### Signal wires on met1, run 1

Bar = 50 um. Cells faint in the background.
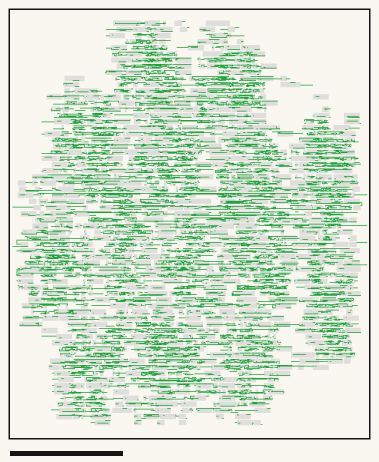
### Met2 routing, run 1

Bar = 50 um. Cells faint in the background.
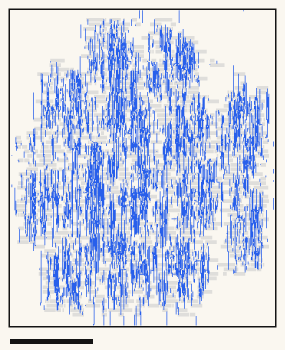
### Metal 3, run 1

Bar = 50 um. Cells faint in the background.
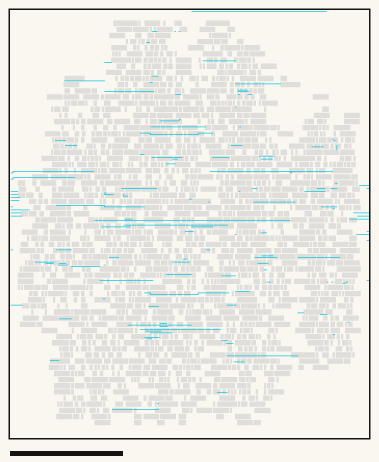
<file path="src/rtl/io_input_conditioner.sv">
// io_input_conditioner: synchronizes and debounces the 10 slide switches and
// 4 push buttons that feed the data memory's IO read window.
//
// Ports:
//   clock         system clock
//   reset         synchronous, active-high reset
//   raw_switches  asynchronous slide-switch pins (1 = on)
//   raw_buttons   asynchronous push-button pins (active low if BUTTON_ACTIVE_LOW)
//   io_input_bus  conditioned levels, [9:0] switches, [13:10] buttons, 1 = active
//   press_pulse   one-cycle pulse per button when a press is accepted
module io_input_conditioner #(
    parameter int SYNC_STAGES       = 2,
    parameter int DEBOUNCE_CYCLES   = 500000,
    parameter int CNT_WIDTH         = 20,
    parameter int BUTTON_ACTIVE_LOW = 1,
    parameter int SWITCH_DEBOUNCE   = 1
) (
    input  logic        clock,
    input  logic        reset,
    input  logic [9:0]  raw_switches,
    input  logic [3:0]  raw_buttons,
    output logic [13:0] io_input_bus,
    output logic [3:0]  press_pulse
);

    localparam int NUM_SW  = 10;
    localparam int NUM_BTN = 4;
    localparam int NB      = NUM_SW + NUM_BTN;

    // Last count value before a new level is accepted; the counter never
    // goes beyond it, so no wrap handling is needed.
    localparam logic [CNT_WIDTH-1:0] CNT_LAST =
        CNT_WIDTH'(DEBOUNCE_CYCLES - 1);

    // ------------------------------------------------------------------
    // Normalization: after this point every bit reads 1 = active.
    // ------------------------------------------------------------------
    logic [NUM_BTN-1:0] btn_norm;
    logic [NB-1:0]      norm;

    assign btn_norm = (BUTTON_ACTIVE_LOW != 0) ? ~raw_buttons : raw_buttons;
    assign norm     = {btn_norm, raw_switches};

    // ------------------------------------------------------------------
    // Synchronizer chain, SYNC_STAGES flops per bit.
    // ------------------------------------------------------------------
    logic [NB-1:0] sync_q [SYNC_STAGES];
    logic [NB-1:0] sync_w;

    always_ff @(posedge clock) begin
        if (reset) begin
            for (int s = 0; s < SYNC_STAGES; s++) begin
                sync_q[s] <= '0;
            end
        end else begin
            sync_q[0] <= norm;
            for (int s = 1; s < SYNC_STAGES; s++) begin
                sync_q[s] <= sync_q[s-1];
            end
        end
    end

    assign sync_w = sync_q[SYNC_STAGES-1];

    // ------------------------------------------------------------------
    // Per-bit debounce filter.
    // ------------------------------------------------------------------
    logic [NB-1:0]        stable_q;
    logic [NB-1:0]        stable_d;
    logic [CNT_WIDTH-1:0] cnt_q [NB];
    logic [CNT_WIDTH-1:0] cnt_d [NB];

    always_comb begin
        stable_d = stable_q;
        for (int i = 0; i < NB; i++) begin
            cnt_d[i] = '0;
            if ((i < NUM_SW) && (SWITCH_DEBOUNCE == 0)) begin
                // Bypassed switches follow the synchronizer directly.
                stable_d[i] = sync_w[i];
            end else if (sync_w[i] != stable_q[i]) begin
                if (cnt_q[i] == CNT_LAST) begin
                    stable_d[i] = sync_w[i];
                end else begin
                    cnt_d[i] = cnt_q[i] + CNT_WIDTH'(1);
                end
            end
        end
    end

    // ------------------------------------------------------------------
    // Press edge detection on the debounced button levels.
    // ------------------------------------------------------------------
    logic [NUM_BTN-1:0] btn_stable;
    logic [NUM_BTN-1:0] prev_btn_q;
    logic [NUM_BTN-1:0] prev_btn_d;
    logic [NUM_BTN-1:0] pulse_q;
    logic [NUM_BTN-1:0] pulse_d;

    assign btn_stable = stable_q[NB-1:NUM_SW];
    assign prev_btn_d = btn_stable;
    assign pulse_d    = btn_stable & ~prev_btn_q;

    always_ff @(posedge clock) begin
        if (reset) begin
            stable_q   <= '0;
            prev_btn_q <= '0;
            pulse_q    <= '0;
            for (int i = 0; i < NB; i++) begin
                cnt_q[i] <= '0;
            end
        end else begin
            stable_q   <= stable_d;
            prev_btn_q <= prev_btn_d;
            pulse_q    <= pulse_d;
            for (int i = 0; i < NB; i++) begin
                cnt_q[i] <= cnt_d[i];
            end
        end
    end

    assign io_input_bus = stable_q;
    assign press_pulse  = pulse_q;

endmodule
</file>
<file path="config.mk">
export PLATFORM = sky130hd
export DESIGN_NAME = io_input_conditioner
export DESIGN_NICKNAME = d
export VERILOG_FILES = /design/src/rtl/io_input_conditioner.sv
export SDC_FILE = /design/constraint.sdc
export NUM_CORES = 1
export LEC_CHECK = 0
export CAP_MARGIN = 15
export CORE_ASPECT_RATIO = 1.2
export CORE_MARGIN = 3
export CORE_UTILIZATION = 51
export DETAILED_ROUTE_END_ITERATION = 6
export GPL_TIMING_DRIVEN = 0
export PLACE_DENSITY = 0.79
export SLEW_MARGIN = 20
export SYNTH_ARGS = -nofsm -noshare
export SYNTH_HDL_FRONTEND = slang
export SYNTH_SLANG_ARGS = --single-unit
</file>
<file path="constraint.sdc">
create_clock -name clock -period 2.1 [get_ports clock]
set_input_delay 0.42 -clock clock [delete_from_list [all_inputs] [get_ports clock]]
set_output_delay 0.42 -clock clock [all_outputs]
set_load 0.01 [all_outputs]
</file>
==> flow report, run 1 <==
==============================================================================
Critical path data required time                                       2520 ps
Combinational family with the most area after synthesis           simple AND/OR/NAND/NOR gates
Static leakage                                                         4.92 nW
Die X-Extent                                                            159 um
Fraction of standard cell area that is sequential                        39.6%
Max FFs per register                                                       280
Fraction of power spent switching nets                                   19.7%
Actual slew at the worst max-slew pin                                   675 ps
Top fanout value on the critical path                                        5
Unique masters post-synth                                                   48
End point of the critical path                                    cnt_q[0][98]$_SDFF_PP0_
Synthesized-area fraction occupied by ao, oa, aoi and oai cells          5.09%
Leading area contributor after synthesis                          sky130_fd_sc_hd__dfxtp_1
Cell Area, Placed                                                   0.0151 mm2
Register area share after synthesis                                      46.2%
Number of well taps                                                        374
Post-route cell area                                                0.0167 mm2
Total area of multi-input combinational cells                      0.00749 mm2
Slowest library cell on the worst path                            sky130_fd_sc_hd__or4_4
Leading cell type by number of instances after synthesis          sky130_fd_sc_hd__dfxtp_1
Gate family responsible for the most delay along the worst path   simple AND/OR/NAND/NOR gates
Final setup skew                                                       7.06 ps
RSZ-0062 raised after global routing                                       yes
Startpoint of the lowest-slack hold path                          prev_btn_q[3]$_SDFF_PP0_
Startpoint of the worst register-to-register path                 cnt_q[0][80]$_SDFF_PP0_
Clock transition at path regs                                            60 ps
Number of gates given a new drive strength after cts                        18
Final Wtd Congestion                                                     0.830
Longest individual stage delay on the worst path                        590 ps
Length of routed wiring on met1                                       12800 um
Area growth from synthesis to layout                                     16.6%
Logic power comb                                                    0.000174 W
Post-synth regs                                                            330
Total gr overflow                                                            0
Number of cells on the worst reg-to-reg path                                 5
Nature of the critical path endpoint                                      flop
Number of clock sinks seen by CTS                                          330
Class of the tightest hold or removal check                         reg -> reg
Synthesized netlist net count                                             1641
Crit start category                                                       flop
Clock buffer cells                                                          43
Final std cells w/o fill                                                  2092
Average routed wire per standard cell                                  14.0 um
Maximum number of pins on one net before global-route repair                16
Area figure in the yosys stat output                                0.0143 mm2
Dominant kind of cell by area                                     multi-input combinational cells
Source of the critical timing path                                cnt_q[0][80]$_SDFF_PP0_
Type of the worst setup path                                        reg -> reg
Sequential cells                                                           330
Power Sequential                                                     0.00631 W
Maximum frequency from static timing analysis                          490 MHz
Count of mapped cells out of synthesis                                    1611
Part of the total power dissipated in combinational logic                 1.3%
Area share of xor/xnor cells in the synthesized design                   12.8%
Total tool warning count                                                    27
First-pass GRT wire length                                            49600 um
Met3 wire len                                                          1120 um
Fraction of cell area in non-clock buffers                               3.68%
Mux frac, synth                                                          1.40%
Share of cells above drive strength 1                                    7.68%
Max transition margin                                                    54.6%
Insertion delay at the late pin of the worst-skew pair                  500 ps
Most common cell after layout, fill and taps aside                sky130_fd_sc_hd__dfxtp_1
Number of setup buffers added after CTS                                      1
Top cells excl fill/tap                                           sky130_fd_sc_hd__dfxtp_1 (328), sky130_fd_sc_hd__nor2_1 (288), sky130_fd_sc_hd__xnor2_1 (153), sky130_fd_sc_hd__nand3_1 (84), sky130_fd_sc_hd__nand4_1 (71)
GR met3 Demand/Resource                                                  3.11%
Number of enable flip-flop cells                                             0
Maximum Capacitance Violations                                               0
Met1 Track Usage GR                                                      22.5%
Count of nets after finishing                                             1726
Synthesis Warnings                                                           0
Clock group power                                                    0.00668 W
Status                                                            complete, no violations
Commonest cells post-synth                                        sky130_fd_sc_hd__dfxtp_1 (330), sky130_fd_sc_hd__nor2_1 (288), sky130_fd_sc_hd__xnor2_1 (153)
Die Ht                                                                  189 um
Period utilization                                                       97.2%
Sum of negative setup slack                                               0 ps
Cells in synth_stat.txt                                                   1611
==============================================================================
About 'Signal wires on met1':
The layer carries 12800 um of wire. The wires run mostly horizontal. The layer holds 44% of the routed length. 1633 nets have wire on it. The longest straight run is 112 um.

About 'Met2 routing':
The longest straight run is 63.9 um. 1476 nets have wire on it. The layer holds 50% of the routed length.

About 'Metal 3':
The wires run mostly horizontal. The layer carries 1120 um of wire. The layer holds 3.8% of the routed length.

==> run 1 -> run 2 <==
--- a/config.mk
+++ b/config.mk
@@ -5,6 +5,7 @@
 export SDC_FILE = /design/constraint.sdc
 export NUM_CORES = 1
 export LEC_CHECK = 0
+export ABC_CLOCK_PERIOD_IN_PS = 2100
 export CAP_MARGIN = 15
 export CORE_ASPECT_RATIO = 1.2
 export CORE_MARGIN = 3
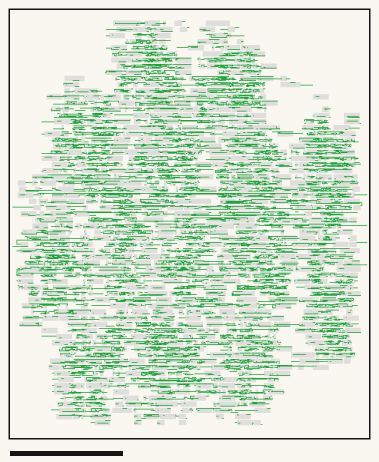
*Signal wires on met1, run 2*
Bar = 50 um. Cells faint in the background.
The layer holds 44% of the routed length. The layer carries 12800 um of wire. 1633 nets have wire on it.

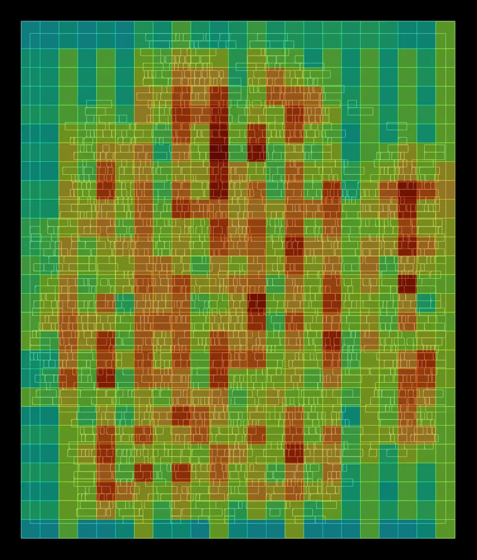
*Track usage over the die, run 2*
average routed wire per standard cell: 14.0 um
Finished Core Util: 61.0%
GRT Overall Usage: 18.9%
met1 Track Usage GR: 22.5%

==> run 2 against run 1 <==
Against the previous run: clock-buffer cell count is the same; total power unchanged; fmax did not move; clock skew did not move; final cell count stayed put; flip-flop count unchanged; critical endpoint unchanged.
==> flow report, run 2 <==
==============================================================================
Fill cell count                                                           2230
Top fanout value on the critical path                                        5
Longest individual stage delay on the worst path                        590 ps
Cell depth of the worst min-delay path                                       1
Maximum Capacitance Violations                                               0
Cells in synth_stat.txt                                                   1611
Hold EP                                                           press_pulse[3]$_SDFF_PP0_
Power Sequential                                                     0.00631 W
Clock group power                                                    0.00668 W
Startpoint of the worst register-to-register path                 cnt_q[0][80]$_SDFF_PP0_
Fraction of power consumed by sequential logic                           48.0%
Area growth from synthesis to layout                                     16.6%
Pint                                                                  0.0106 W
Multi-Input Combinational                                                 1183
First-pass GRT wire length                                            49600 um
Type of the worst setup path                                        reg -> reg
Gr busiest metal                                                          met2
Total tool warning count                                                    27
Average via count per standard cell                                       5.54
Top cells excl fill/tap                                           sky130_fd_sc_hd__dfxtp_1 (328), sky130_fd_sc_hd__nor2_1 (288), sky130_fd_sc_hd__xnor2_1 (153), sky130_fd_sc_hd__nand3_1 (84), sky130_fd_sc_hd__nand4_1 (71)
Total of hold buffers inserted after clock tree synthesis                    0
Gate family responsible for the most delay along the worst path   simple AND/OR/NAND/NOR gates
Synthesis Warnings                                                           0
Share of the final layout cell area in multi-input gates                 44.9%
WP depth                                                                     5
Max FFs per register                                                       280
Slew Limit Fails                                                             0
Class of the tightest hold or removal check                         reg -> reg
Register area share after synthesis                                      46.2%
Critical path data required time                                       2520 ps
Final-report hold violation count                                            0
Number of setup buffers added after CTS                                      1
Number of cells on the worst reg-to-reg path                                 5
Power per cell area                                                 789 mW/mm2
Ys async rst share                                                          0%
Number of buffers inserted by port buffering                                32
Fp_density                                                               52.3%
Floorplan die area                                                  0.0301 mm2
Part of the total power dissipated in combinational logic                 1.3%
Combinational family with the most area after synthesis           simple AND/OR/NAND/NOR gates
Worst path buffer plus inverter count                                        0
Area inside the core boundary                                       0.0273 mm2
Max transition margin                                                    54.6%
Dominant Register Cell                                            sky130_fd_sc_hd__dfxtp_1
Source of the critical timing path                                cnt_q[0][80]$_SDFF_PP0_
Fraction of cell area in non-clock buffers                               3.68%
First-pass iteration count of the detailed router                            5
CTS tree                                                                   yes
Clock buffer cells                                                          43
Most common cell after layout, fill and taps aside                sky130_fd_sc_hd__dfxtp_1
Inverters                                                                   62
Proportion of cell area spent on the clock network                       7.56%
Iter 0 DRT Violations                                                      628
Actual slew at the worst max-slew pin                                   675 ps
Synthesized-area fraction occupied by ao, oa, aoi and oai cells          5.09%
Maximum number of pins on one net before global-route repair                16
Static leakage                                                         4.92 nW
Cell-by-cell listing of the critical path                         ha_1, nand3_2, or4_4, or3_1, a31oi_1
Overall Power                                                         0.0132 W
Via count                                                                11600
Commonest cells post-synth                                        sky130_fd_sc_hd__dfxtp_1 (330), sky130_fd_sc_hd__nor2_1 (288), sky130_fd_sc_hd__xnor2_1 (153)
Combined flip-flop and latch cell area                             0.00661 mm2
Biggest consumer                                                  the clock network
Area figure in the yosys stat output                                0.0143 mm2
GR met2 Demand/Resource                                                  34.5%
Insertion delay at the late pin of the worst-skew pair                  500 ps
Data arrival time of the critical path                                 2460 ps
Fraction of power spent switching nets                                   19.7%
Post-route cell area                                                0.0167 mm2
Via count of the first global-routing pass                               11100
Worst slack on hold paths                                               383 ps
Post-synth regs                                                            330
Period utilization                                                       97.2%
Met3 wire len                                                          1120 um
Number of levels the H-tree was split into                                   2
Number of enable flip-flop cells                                             0
End of the worst register-to-register path                        cnt_q[0][98]$_SDFF_PP0_
Simple-gate area share of the yosys netlist                              30.6%
Number of well taps                                                        374
Sequential cells                                                           330
Count of nets after finishing                                             1726
End point of the critical path                                    cnt_q[0][98]$_SDFF_PP0_
Number of clock sinks seen by CTS                                          330
Maximum frequency from static timing analysis                          490 MHz
Length of routed wiring on met1                                       12800 um
Sum of negative setup slack                                               0 ps
Count of mapped cells out of synthesis                                    1611
Final critical-path required period                                    2040 ps
Synthesized netlist net count                                             1641
Dominant kind of cell by area                                     multi-input combinational cells
Logic power comb                                                    0.000174 W
Area share of xor/xnor cells in the synthesized design                   12.8%
Avg Cell Area, Syn                                                    8.88 um2
RSZ-0062 raised after global routing                                       yes
Residual DRC count                                                           0
Crit start category                                                       flop
Startpoint of the lowest-slack hold path                          prev_btn_q[3]$_SDFF_PP0_
Die Ht                                                                  189 um
Cell Area, Placed                                                   0.0151 mm2
Root Buffer Master                                                sky130_fd_sc_hd__clkbuf_16
Unique masters post-synth                                                   48
Maximum buffer depth of the clock tree                                       3
Share of cells above drive strength 1                                    7.68%
Site Rows                                                                   66
Worst IR drop on VDD                                                  0.567 mV
Slowest library cell on the worst path                            sky130_fd_sc_hd__or4_4
Total area of multi-input combinational cells                      0.00749 mm2
Number of gates given a new drive strength after cts                        18
Final std cells w/o fill                                                  2092
Total routed wirelength                                               29300 um
FF-to-FF setup slack                                                     60 ps
Post-synth area hogs                                              sky130_fd_sc_hd__dfxtp_1 (46%), sky130_fd_sc_hd__xnor2_1 (9.4%), sky130_fd_sc_hd__nor2_1 (7.6%)
Mux frac, synth                                                          1.40%
Leading cell type by number of instances after synthesis          sky130_fd_sc_hd__dfxtp_1
Leading area contributor after synthesis                          sky130_fd_sc_hd__dfxtp_1
Antenna violation net count after detailed routing                           0
Clock transition at path regs                                            60 ps
Final Setup Violations                                                       0
Total gr overflow                                                            0
Status                                                            complete, no violations
Fraction of standard cell area that is sequential                        39.6%
Die X-Extent                                                            159 um
Final Wtd Congestion                                                     0.830
GR met3 Demand/Resource                                                  3.11%
Antenna violations before repair                                             0
Post-Syn Area                                                       0.0143 mm2
Final setup skew                                                       7.06 ps
Nature of the critical path endpoint                                      flop
TritonCTS Buffers                                                           35
==============================================================================
==> run 2 -> run 3 <==
--- a/config.mk
+++ b/config.mk
@@ -13,6 +13,7 @@
 export DETAILED_ROUTE_END_ITERATION = 6
 export GPL_TIMING_DRIVEN = 0
 export PLACE_DENSITY = 0.79
+export SKIP_LAST_GASP = 1
 export SLEW_MARGIN = 20
 export SYNTH_ARGS = -nofsm -noshare
 export SYNTH_HDL_FRONTEND = slang
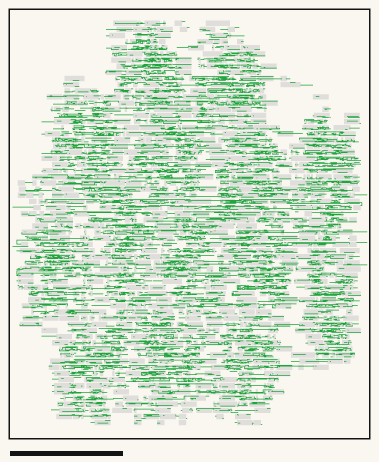
*Signal wires on met1, run 3*
Bar = 50 um. Cells faint in the background.
The layer holds 44% of the routed length. 1632 nets have wire on it. The longest straight run is 28.1 um.

==> run 3 against run 2 <==
Against the previous run: the flow now finishes with violations (design-rule violations); via count grew 0.25%; die area unchanged; sequential power about the same; flip-flop count stayed put; critical endpoint is now cnt_q[1][79]$_SDFF_PP0_; largest cell class unchanged.
==> flow report, run 3 <==
==============================================================================
Top-area cell share                                                      46.2%
Finished Core Util                                                       61.0%
Number of enable flip-flop cells                                             0
Worst path buffer plus inverter count                                        1
Dominant Register Cell                                            sky130_fd_sc_hd__dfxtp_1
Root Buffer Master                                                sky130_fd_sc_hd__clkbuf_16
Insertion delay at the late pin of the worst-skew pair                  500 ps
GRT Overall Usage                                                        18.9%
Cell-by-cell listing of the critical path                         ha_1, nand3_2, or4_1, o31ai_1, buf_4, a21oi_1
First-pass iteration count of the detailed router                            7
Fraction of power spent switching nets                                   19.7%
Length of routed wiring on met1                                       12800 um
Unique masters post-synth                                                   48
CTS tree                                                                   yes
Fraction of standard cell area that is sequential                        39.6%
Type of the worst setup path                                        reg -> reg
Site Rows                                                                   66
Static leakage                                                         4.92 nW
Antenna violations before repair                                             0
Inverters                                                                   62
Fraction of cell area in non-clock buffers                               3.68%
Fp_density                                                               52.3%
Sequential cells                                                           330
Clk network pwr share                                                    50.7%
Fill cell count                                                           2230
Source of the critical timing path                                cnt_q[1][60]$_SDFF_PP0_
Number of well taps                                                        374
Post-route cell area                                                0.0167 mm2
Area growth from synthesis to layout                                     16.6%
Combined flip-flop and latch cell area                             0.00661 mm2
Register with the most flip-flops                                        cnt_q
Final setup skew                                                       8.34 ps
Maximum frequency from static timing analysis                          486 MHz
Pint                                                                  0.0106 W
Final Wtd Congestion                                                     0.830
Avg Cell Area, Syn                                                    8.88 um2
Met1 Track Usage GR                                                      22.5%
Synthesized netlist net count                                             1641
Average via count per standard cell                                       5.55
Hold EP                                                           press_pulse[3]$_SDFF_PP0_
Number of buffers inserted by port buffering                                32
Proportion of cell area spent on the clock network                       7.56%
Count of nets after finishing                                             1726
Ys async rst share                                                          0%
Via count of the first global-routing pass                               11100
Number of levels the H-tree was split into                                   2
Leading cell type by number of instances after synthesis          sky130_fd_sc_hd__dfxtp_1
Gr busiest metal                                                          met2
Num ports                                                                   34
Final-report hold violation count                                            0
Post-synth area hogs                                              sky130_fd_sc_hd__dfxtp_1 (46%), sky130_fd_sc_hd__xnor2_1 (9.4%), sky130_fd_sc_hd__nor2_1 (7.6%)
Area figure in the yosys stat output                                0.0143 mm2
HPWL after DPL                                                        19500 um
Top cells excl fill/tap                                           sky130_fd_sc_hd__dfxtp_1 (328), sky130_fd_sc_hd__nor2_1 (288), sky130_fd_sc_hd__xnor2_1 (153), sky130_fd_sc_hd__nand3_1 (84), sky130_fd_sc_hd__nand4_1 (71)
Status                                                            complete, but fails checks
Worst IR drop on VDD                                                  0.569 mV
Final setup slack of the worst path                                    42.6 ps
Most common cell after layout, fill and taps aside                sky130_fd_sc_hd__dfxtp_1
Total gr overflow                                                            0
Register area share after synthesis                                      46.2%
Gate family responsible for the most delay along the worst path   simple AND/OR/NAND/NOR gates
Max FFs per register                                                       280
Number of clock sinks seen by CTS                                          330
Leading area contributor after synthesis                          sky130_fd_sc_hd__dfxtp_1
Actual slew at the worst max-slew pin                                   702 ps
Overall Power                                                         0.0132 W
Post-Syn Area                                                       0.0143 mm2
Multi-Input Combinational                                                 1183
Biggest consumer                                                  the clock network
Class of the tightest hold or removal check                         reg -> reg
FF-to-FF setup slack                                                     40 ps
Clock transition at path regs                                            60 ps
Synthesized-area fraction occupied by ao, oa, aoi and oai cells          5.09%
Total area of multi-input combinational cells                      0.00749 mm2
Iter 0 DRT Violations                                                      634
Final critical-path required period                                    2060 ps
Violated checks                                                   design-rule violations
Residual DRC count                                                           8
Simple-gate area share of the yosys netlist                              30.6%
Die Ht                                                                  189 um
Cell depth of the worst min-delay path                                       1
Sum of negative setup slack                                               0 ps
Dominant kind of cell by area                                     multi-input combinational cells
Floorplan die area                                                  0.0301 mm2
Share of the final layout cell area in multi-input gates                 44.9%
Data arrival time of the critical path                                 2440 ps
Total routed wirelength                                               29400 um
Total of hold buffers inserted after clock tree synthesis                    0
Longest individual stage delay on the worst path                        540 ps
Critical path data required time                                       2480 ps
Post-synth regs                                                            330
WP depth                                                                     6
Fraction of power consumed by sequential logic                           48.0%
Power per cell area                                                 790 mW/mm2
Commonest cells post-synth                                        sky130_fd_sc_hd__dfxtp_1 (330), sky130_fd_sc_hd__nor2_1 (288), sky130_fd_sc_hd__xnor2_1 (153)
Startpoint of the worst register-to-register path                 cnt_q[1][60]$_SDFF_PP0_
Share of cells above drive strength 1                                    7.63%
Met3 wire len                                                          1180 um
Slowest library cell on the worst path                            sky130_fd_sc_hd__or4_1
Part of the total power dissipated in combinational logic                 1.3%
Antenna violation net count after detailed routing                           0
Number of cells on the worst reg-to-reg path                                 6
Final Setup Violations                                                       0
Maximum number of pins on one net before global-route repair                16
Synthesis Warnings                                                           0
Area share of xor/xnor cells in the synthesized design                   12.8%
Period utilization                                                       98.0%
Slew Limit Fails                                                             0
Power Sequential                                                     0.00631 W
Clock buffer cells                                                          43
Cell total after placement                                                2017
Final std cells w/o fill                                                  2092
Number of setup buffers added after CTS                                      1
Number of gates given a new drive strength after cts                        18
Maximum buffer depth of the clock tree                                       3
Via count                                                                11600
End point of the critical path                                    cnt_q[1][79]$_SDFF_PP0_
Max transition margin                                                    53.2%
Plain + repair buffers                                                      84
Mux frac, synth                                                          1.40%
Nature of the critical path endpoint                                      flop
Area inside the core boundary                                       0.0273 mm2
Combinational family with the most area after synthesis           simple AND/OR/NAND/NOR gates
Startpoint of the lowest-slack hold path                          prev_btn_q[3]$_SDFF_PP0_
Cell Area, Placed                                                   0.0151 mm2
Top fanout value on the critical path                                       10
Synthesized-area fraction occupied by adder cells                        1.22%
First-pass GRT wire length                                            49600 um
Count of mapped cells out of synthesis                                    1611
RSZ-0062 raised after global routing                                       yes
Clock group power                                                    0.00668 W
Worst slack on hold paths                                               383 ps
Cells in synth_stat.txt                                                   1611
Total tool warning count                                                    27
Maximum Capacitance Violations                                               0
Logic power comb                                                    0.000174 W
Crit start category                                                       flop
End of the worst register-to-register path                        cnt_q[1][79]$_SDFF_PP0_
Die X-Extent                                                            159 um
TritonCTS Buffers                                                           35
==============================================================================
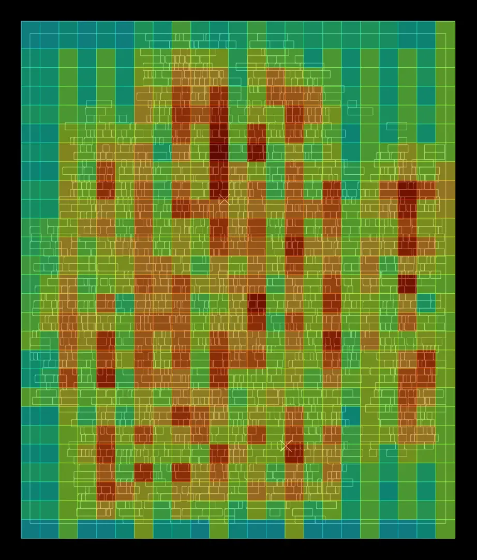
*Track usage over the die, run 3*
GR met3 Demand/Resource: 3.11%
GR met2 Demand/Resource: 34.5%
average routed wire per standard cell: 14.0 um

Power and IR drop assume default switching activity.
